$ cat config.mk
export PLATFORM = sky130hd
export DESIGN_NAME = fetch_controller_flat
export DESIGN_NICKNAME = d
export VERILOG_FILES = /design/src/rtl/fetch_controller_if.sv /design/src/rtl/fetch_controller.sv /design/src/flat_wrapper.sv
export SDC_FILE = /design/constraint.sdc
export NUM_CORES = 1
export LEC_CHECK = 0
export CORE_MARGIN = 2
export CORE_UTILIZATION = 30
export CTS_CLUSTER_DIAMETER = 200
export DETAILED_ROUTE_END_ITERATION = 8
export HOLD_SLACK_MARGIN = 0.1
export PLACE_DENSITY = 0.62
export SETUP_SLACK_MARGIN = 0.3
export SLEW_MARGIN = 20
export SYNTH_ARGS = -nofsm -noshare
export SYNTH_HDL_FRONTEND = slang
export SYNTH_SLANG_ARGS = --single-unit
$ cat constraint.sdc
create_clock -name clk -period 15.8 [get_ports clk]
set_input_delay 3.16 -clock clk [delete_from_list [all_inputs] [get_ports clk]]
set_output_delay 3.16 -clock clk [all_outputs]
set_load 0.05 [all_outputs]
$ cat src/rtl/fetch_controller_if.sv
// Fetch bundle: instruction-memory read port, pipeline control inputs and IF/ID-facing outputs.
// master is the fetch controller; slave is the memory/pipeline side.
interface fetch_controller_if;
  logic        freeze;
  logic        branch_taken;
  logic [31:0] branch_addr;
  logic        mem_req;
  logic [31:0] mem_addr;
  logic        mem_ready;
  logic [31:0] mem_rdata;
  logic        instr_valid;
  logic [31:0] instr_out;
  logic [31:0] pc_out;

  modport master (
    input  freeze, branch_taken, branch_addr, mem_ready, mem_rdata,
    output mem_req, mem_addr, instr_valid, instr_out, pc_out
  );

  modport slave (
    output freeze, branch_taken, branch_addr, mem_ready, mem_rdata,
    input  mem_req, mem_addr, instr_valid, instr_out, pc_out
  );
endinterface

$ cat src/rtl/fetch_controller.sv
// IF-stage fetch sequencer: owns the PC, keeps one instruction-memory read in flight and
// buffers up to two fetched words for the IF/ID register, redirecting on taken branches.
module fetch_controller #(
  parameter logic [31:0] RESET_PC = 32'h0000_0000
) (
  input logic                clk,
  input logic                rst_n,
  fetch_controller_if.master bus
);

  typedef enum logic [1:0] {
    IDLE  = 2'd0,
    FETCH = 2'd1,
    DRAIN = 2'd2
  } state_t;

  state_t      state, state_next;
  logic [31:0] pc, pc_next;
  logic [31:0] hold_addr;
  logic [1:0]  count, count_next, count_after_pop;
  logic        rd_ptr;
  logic        wr_idx;
  logic        valid, pop, push;
  logic [31:0] target;
  logic [31:0] fifo_link  [2];
  logic [31:0] fifo_instr [2];

  assign valid           = (count != 2'd0);
  assign pop             = valid & ~bus.freeze & ~bus.branch_taken;
  assign push            = (state == FETCH) & bus.mem_ready & ~bus.branch_taken;
  assign target          = bus.branch_addr & 32'hFFFF_FFFC;
  assign count_after_pop = count - {1'b0, pop};
  assign wr_idx          = rd_ptr ^ count[0];

  // A branch wins over everything: it empties the queue and retargets the PC, and a request
  // still waiting on memory must be drained at its original address before refetching.
  always_comb begin
    state_next = state;
    pc_next    = pc;
    count_next = count_after_pop + {1'b0, push};
    unique case (state)
      IDLE: begin
        if (bus.branch_taken || count_after_pop != 2'd2)
          state_next = FETCH;
      end
      FETCH: begin
        if (bus.branch_taken) begin
          if (!bus.mem_ready)
            state_next = DRAIN;
        end else if (bus.mem_ready && count_after_pop != 2'd0) begin
          state_next = IDLE;
        end
      end
      DRAIN: begin
        if (bus.mem_ready)
          state_next = FETCH;
      end
      default: state_next = IDLE;
    endcase
    if (bus.branch_taken) begin
      pc_next    = target;
      count_next = 2'd0;
    end else if (push) begin
      pc_next = pc + 32'd4;
    end
  end

  always_ff @(posedge clk or negedge rst_n) begin
    if (!rst_n) begin
      state     <= IDLE;
      pc        <= RESET_PC;
      count     <= 2'd0;
      rd_ptr    <= 1'b0;
      hold_addr <= RESET_PC;
    end else begin
      state <= state_next;
      pc    <= pc_next;
      count <= count_next;
      if (state == FETCH)
        hold_addr <= pc;
      if (bus.branch_taken)
        rd_ptr <= 1'b0;
      else if (pop)
        rd_ptr <= ~rd_ptr;
    end
  end

  // Queue storage needs no reset: every read of it is qualified by a non-zero count.
  always_ff @(posedge clk) begin
    if (push) begin
      fifo_link[wr_idx]  <= pc + 32'd4;
      fifo_instr[wr_idx] <= bus.mem_rdata;
    end
  end

  assign bus.mem_req     = (state != IDLE);
  assign bus.mem_addr    = (state == DRAIN) ? hold_addr : pc;
  assign bus.instr_valid = valid;
  assign bus.instr_out   = valid ? fifo_instr[rd_ptr] : 32'd0;
  assign bus.pc_out      = valid ? fifo_link[rd_ptr] : 32'd0;

endmodule

$ cat src/flat_wrapper.sv
// flat-port wrapper written by rule: the top's interface ports become plain ports
module fetch_controller_flat 
#(
  parameter logic [31:0] RESET_PC = 32'h0000_0000
)
  (clk, rst_n, bus_freeze, bus_branch_taken, bus_branch_addr, bus_mem_ready, bus_mem_rdata, bus_mem_req, bus_mem_addr, bus_instr_valid, bus_instr_out, bus_pc_out);
  fetch_controller_if bus_i ();
  input logic clk;
  input logic rst_n;
  input wire logic [$bits(bus_i.freeze)-1:0] bus_freeze;
  input wire logic [$bits(bus_i.branch_taken)-1:0] bus_branch_taken;
  input wire logic [$bits(bus_i.branch_addr)-1:0] bus_branch_addr;
  input wire logic [$bits(bus_i.mem_ready)-1:0] bus_mem_ready;
  input wire logic [$bits(bus_i.mem_rdata)-1:0] bus_mem_rdata;
  output wire logic [$bits(bus_i.mem_req)-1:0] bus_mem_req;
  output wire logic [$bits(bus_i.mem_addr)-1:0] bus_mem_addr;
  output wire logic [$bits(bus_i.instr_valid)-1:0] bus_instr_valid;
  output wire logic [$bits(bus_i.instr_out)-1:0] bus_instr_out;
  output wire logic [$bits(bus_i.pc_out)-1:0] bus_pc_out;
  assign bus_i.freeze = bus_freeze;
  assign bus_i.branch_taken = bus_branch_taken;
  assign bus_i.branch_addr = bus_branch_addr;
  assign bus_i.mem_ready = bus_mem_ready;
  assign bus_i.mem_rdata = bus_mem_rdata;
  assign bus_mem_req = bus_i.mem_req;
  assign bus_mem_addr = bus_i.mem_addr;
  assign bus_instr_valid = bus_i.instr_valid;
  assign bus_instr_out = bus_i.instr_out;
  assign bus_pc_out = bus_i.pc_out;
  fetch_controller #(.RESET_PC(RESET_PC)) u_core (.clk(clk), .rst_n(rst_n), .bus(bus_i));
endmodule
==> results.ini, run 1 <==
[outcome]
status = finished clean

[sta]
final.period_utilization = 0.388
finalHoldViolations = 0
fin_skew_ns = 0.0163

[layout]
stdcell_count = 1238
largest_cell_class = sequential cells
largest_register = u_core.fifo_instr
comb_share = 0.278
logic_gates = 454
largestRegisters = u_core.fifo_instr x64, u_core.fifo_link x60
antenna_cells = 0
buffer_area_frac = 0.148

[detailed_routing]
drtIter0Drc = 390
ant_nets = 0
dr_wl_met2_um = 9780
met3_length_um = 1080
top_layer = met4

[clock_tree]
path_clk_slew_ns = 0.07
cts_tree = built
cts.repair.resized = 0
cts_setup_buffers = 0
clock.latency.late_pin_ns = 0.43
cts_hold_buf = 0

[run]
warnings = 28

[hold_path]
min_path_type = reg2reg

[die]
nWellTaps = 384
die_y_um = 175

[logic_synthesis]
ys_seq_elements = 189
async_reset_ff_frac = 0.344
synth.top_cells.by_area = edfxtp_1 (42%), dfrtp_1 (19%), mux2i_1 (7.3%)
synthCells = 712
common_cells = edfxtp_1 (124), nor2_1 (101), dfrtp_1 (65)
edf_count = 124

[grt]
grt_max_degree = 67
grt_overflow_total = 0
grt_use_met2 = 0.220

[worst_setup_path]
cp_slowest_stage_delay_ns = 0.83
crit_chain = buf_4 -> mux2i_1 -> nor2_1 -> clkdlybuf4s50_1

[pwr]
power_mw = 1.80
leakagePower_nw = 3.80
power_leader = combinational cells
pwr-share-comb = 0.382
max-vdd-ir-drop_v = 0.0000711

Figure 1. Clock network drawn from the DEF (run 1).
The bar under the picture is 50 µm long.
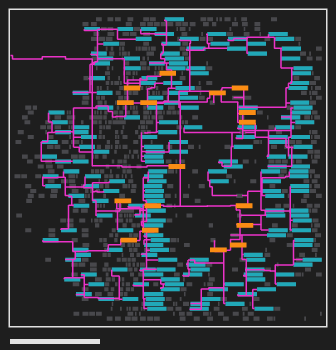
[cyan] flip-flops | count: 189
[magenta] clock wires | length: 2,380 µm
[orange] clock-net drivers | count: 17
routed clock nets: 18
flops lie: widely spread

Figure 2. Where the registers sit (run 1).
The bar under the picture is 50 µm long. Other sequential cells in the stronger grey, the rest of the logic in the fainter grey.
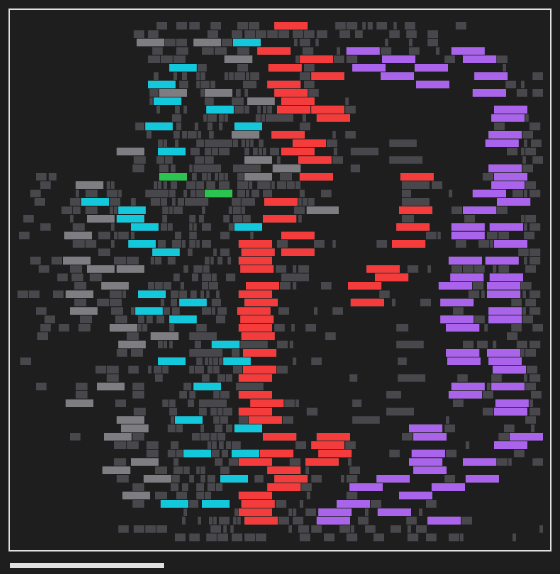
[red] u_core.fifo_link | placed flops: 60 | where: a vertical strip down the middle
[green] u_core.state | placed flops: 2
[cyan] u_core.pc | placed flops: 30
[purple] u_core.fifo_instr | placed flops: 64 | where: a vertical strip on the right
not coloured: 33
sequential share of cell area: 0.475
register area: 5350 µm²
post-layout util: 0.391
P_seq: 0.679 mW

Figure 3. Cell sizes after repair (run 1).
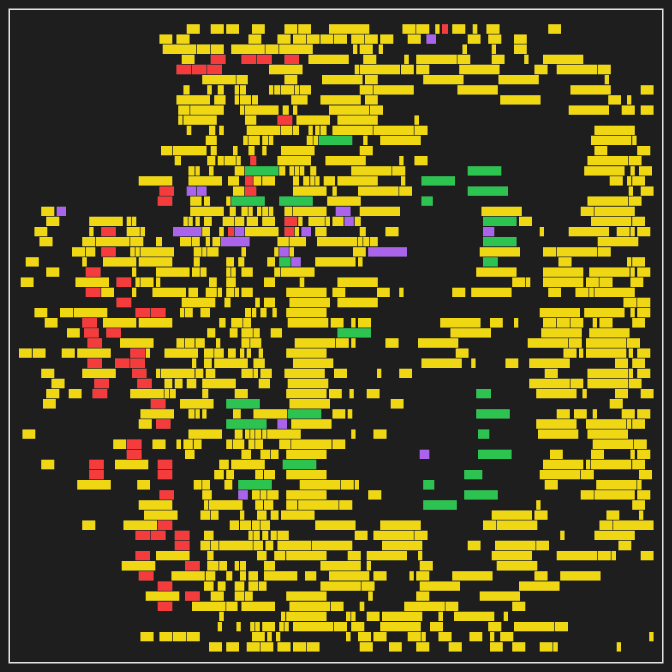
[yellow] x1 and smaller | cells: 754 | share: 88% | most used: clkdlybuf4s50_1
[purple] x3 and x4 | cells: 17 | share: 2.0% | most used: buf_4
[green] x6 and larger | cells: 26 | share: 3.0% | most used: clkbuf_16
[red] x2 | cells: 57 | share: 6.7% | most used: mux2_2

==> run 1 -> run 2 <==
==> constraint.sdc (replaced) <==
create_clock -name clk -period 6.07 [get_ports clk]
set_input_delay 1.214 -clock clk [delete_from_list [all_inputs] [get_ports clk]]
set_output_delay 1.214 -clock clk [all_outputs]
set_load 0.05 [all_outputs]
Figure 4. Cell sizes after repair (run 2).
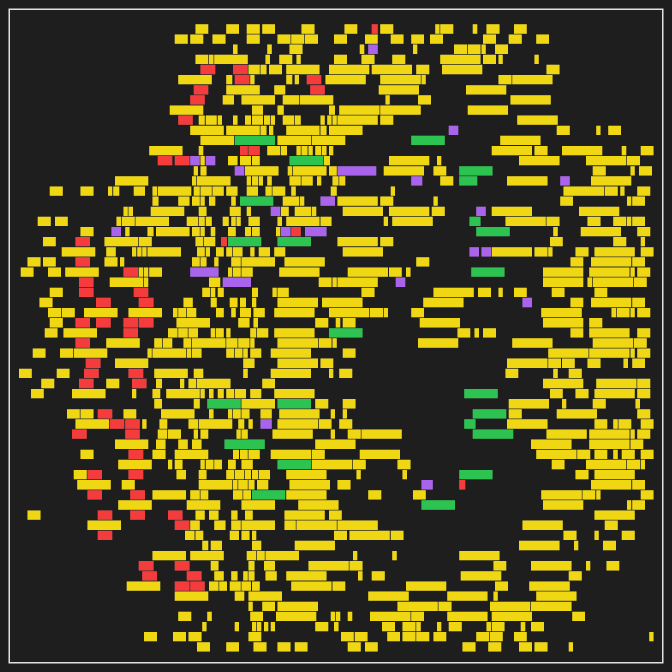
[purple] x3 and x4 | cells: 22 | share: 2.6% | most used: buf_4
[green] x6 and larger | cells: 23 | share: 2.7% | most used: clkbuf_16
[yellow] x1 and smaller | cells: 755 | share: 88% | most used: clkdlybuf4s50_1
[red] x2 | cells: 56 | share: 6.5% | most used: mux2_2

==> results.ini, run 2 <==
[grt]
grt_use_met2 = 0.219  ; -0.000656

[pwr]
pwr-share-comb = 0.379  ; -0.003
power_mw = 4.72  ; +160%
max-vdd-ir-drop_v = 0.000180  ; +150%

[detailed_routing]
drtIter0Drc = 351  ; -10%
met3_length_um = 1120  ; +4.0%
ant_nets = 0  ; unchanged

[logic_synthesis]
synth.top_cells.by_area = edfxtp_1 (42%), dfrtp_1 (19%), mux2i_1 (7.3%)
synthCells = 712  ; unchanged
async_reset_ff_frac = 0.344  ; unchanged
ys_seq_elements = 189  ; unchanged

[sta]
finalHoldViolations = 0  ; unchanged
fin_skew_ns = 0.0123  ; -0.00401 ns

[die]
die_y_um = 175  ; unchanged

[layout]
antenna_cells = 0  ; unchanged
largestRegisters = u_core.fifo_instr x64, u_core.fifo_link x60
buffer_area_frac = 0.149  ; +0.000903
logic_gates = 454  ; unchanged
comb_share = 0.278  ; about the same
final_util = 0.393  ; +0.00113
largest_cell_class = sequential cells
largest_register = u_core.fifo_instr
seqCellArea_um2 = 5350  ; unchanged

[worst_setup_path]
cp_slowest_stage_delay_ns = 0.92  ; +0.09 ns
crit_chain = nor2b_2 -> buf_4 -> nand2_1 -> o21ai_0 -> clkdlybuf4s50_1

[clock_tree]
cts.repair.resized = 0  ; unchanged

[outcome]
status = finished clean

Figure 5. Clock network drawn from the DEF (run 2).
The bar under the picture is 50 µm long.
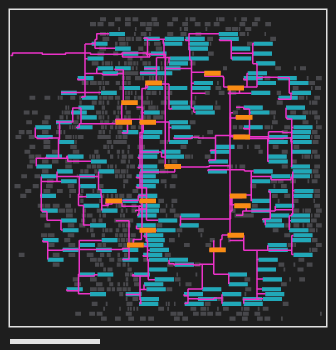
[orange] clock-net drivers | count: 17
[magenta] clock wires | length: 2,390 µm
[cyan] flip-flops | count: 189
routed clock nets: 18

==> run 2 -> run 3 <==
--- a/config.mk
+++ b/config.mk
@@ -10,7 +10,7 @@
 export CTS_CLUSTER_DIAMETER = 200
 export DETAILED_ROUTE_END_ITERATION = 8
 export HOLD_SLACK_MARGIN = 0.1
-export PLACE_DENSITY = 0.62
+export PLACE_DENSITY = 0.64
 export SETUP_SLACK_MARGIN = 0.3
 export SLEW_MARGIN = 20
 export SYNTH_ARGS = -nofsm -noshare
==> constraint.sdc (replaced) <==
create_clock -name clk -period 3.4 [get_ports clk]
set_input_delay 0.68 -clock clk [delete_from_list [all_inputs] [get_ports clk]]
set_output_delay 0.68 -clock clk [all_outputs]
set_load 0.05 [all_outputs]
Figure 6. Cell placement (run 3).
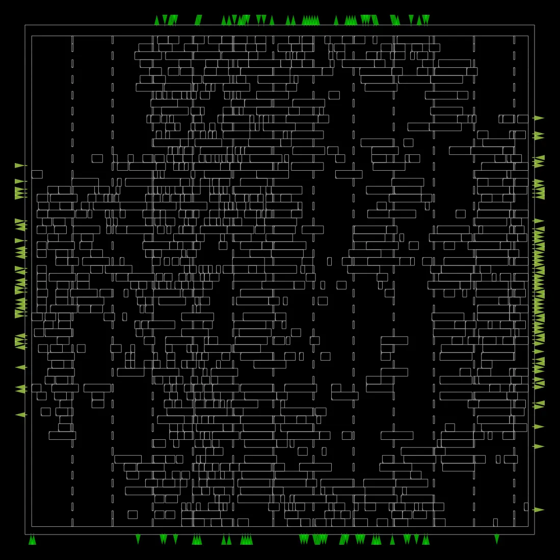
flop count: 189
# fillers: 2,742
post-layout util: 0.399
Core ar.: 28,800 µm²
standard-cell rows: 62

==> results.ini, run 3 <==
[clock_tree]
cts.repair.resized = 46  ; +46
cts_tree = built
cts_hold_buf = 0

[layout]
seqCellArea_um2 = 5350  ; unchanged
antenna_cells = 0  ; unchanged
largest_cell_class = sequential cells
comb_share = 0.274  ; -0.00396
buffer_area_frac = 0.161  ; +0.0119
largestRegisters = u_core.fifo_instr x64, u_core.fifo_link x60
sh_seq_area = 0.467
logic_area_um2 = 3140
lay_top_count = edfxtp_1
largest_register = u_core.fifo_instr

[pwr]
powerComb_mw = 3.23
power_mw = 8.44  ; +79%
max-vdd-ir-drop_v = 0.000392  ; +120%
pwr-share-comb = 0.383  ; +0.004
p_clk_frac = 0.244
switchingPower_mw = 3.22

[worst_setup_path]
critPathTopFamily = buffers and inverters
critPathCaptureType = output pin
crit_chain = mux2i_1 -> nor2_1 -> clkdlybuf4s50_1
crit_cells = 3
path_max_fanout = 20

[grt]
grt_use_met2 = 0.219  ; -0.000492
track_usage = 0.138
met3_usage = 0.0292
grt_max_degree = 63

[logic_synthesis]
ys_seq_elements = 189  ; unchanged
async_reset_ff_frac = 0.344  ; unchanged
synthCells = 712  ; unchanged
synth.top_cells.by_area = edfxtp_1 (42%), dfrtp_1 (19%), mux2i_1 (7.3%)
yosysSeqAreaShare = 0.609

[sta]
fin_skew_ns = 0.0123  ; -0.0000276 ns
finalHoldViolations = 0  ; unchanged

[detailed_routing]
met3_length_um = 914  ; -18%
wl_per_cell_um = 16.8
drtIter0Drc = 375  ; +6.8%
routed_via_density = 4.70
top_layer = met4
ant_nets = 0  ; unchanged

[outcome]
status = finished clean

[placement]
dpl_cell_area_um2 = 10800
pre_cts_ws_ns = 0.636

[die]
die_y_um = 175  ; unchanged

Figure 7. Cell sizes after repair (run 3).
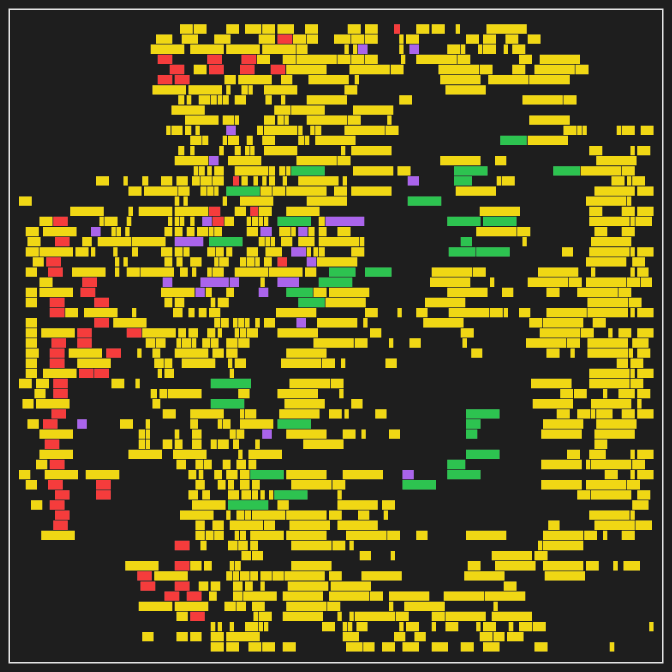
[purple] x3 and x4 | cells: 23 | share: 2.7% | most used: buf_4
[yellow] x1 and smaller | cells: 753 | share: 87% | most used: edfxtp_1
[green] x6 and larger | cells: 32 | share: 3.7% | most used: clkbuf_16
[red] x2 | cells: 56 | share: 6.5% | most used: mux2_2

Power figures rest on the tool's default switching activity, not on a simulated workload.
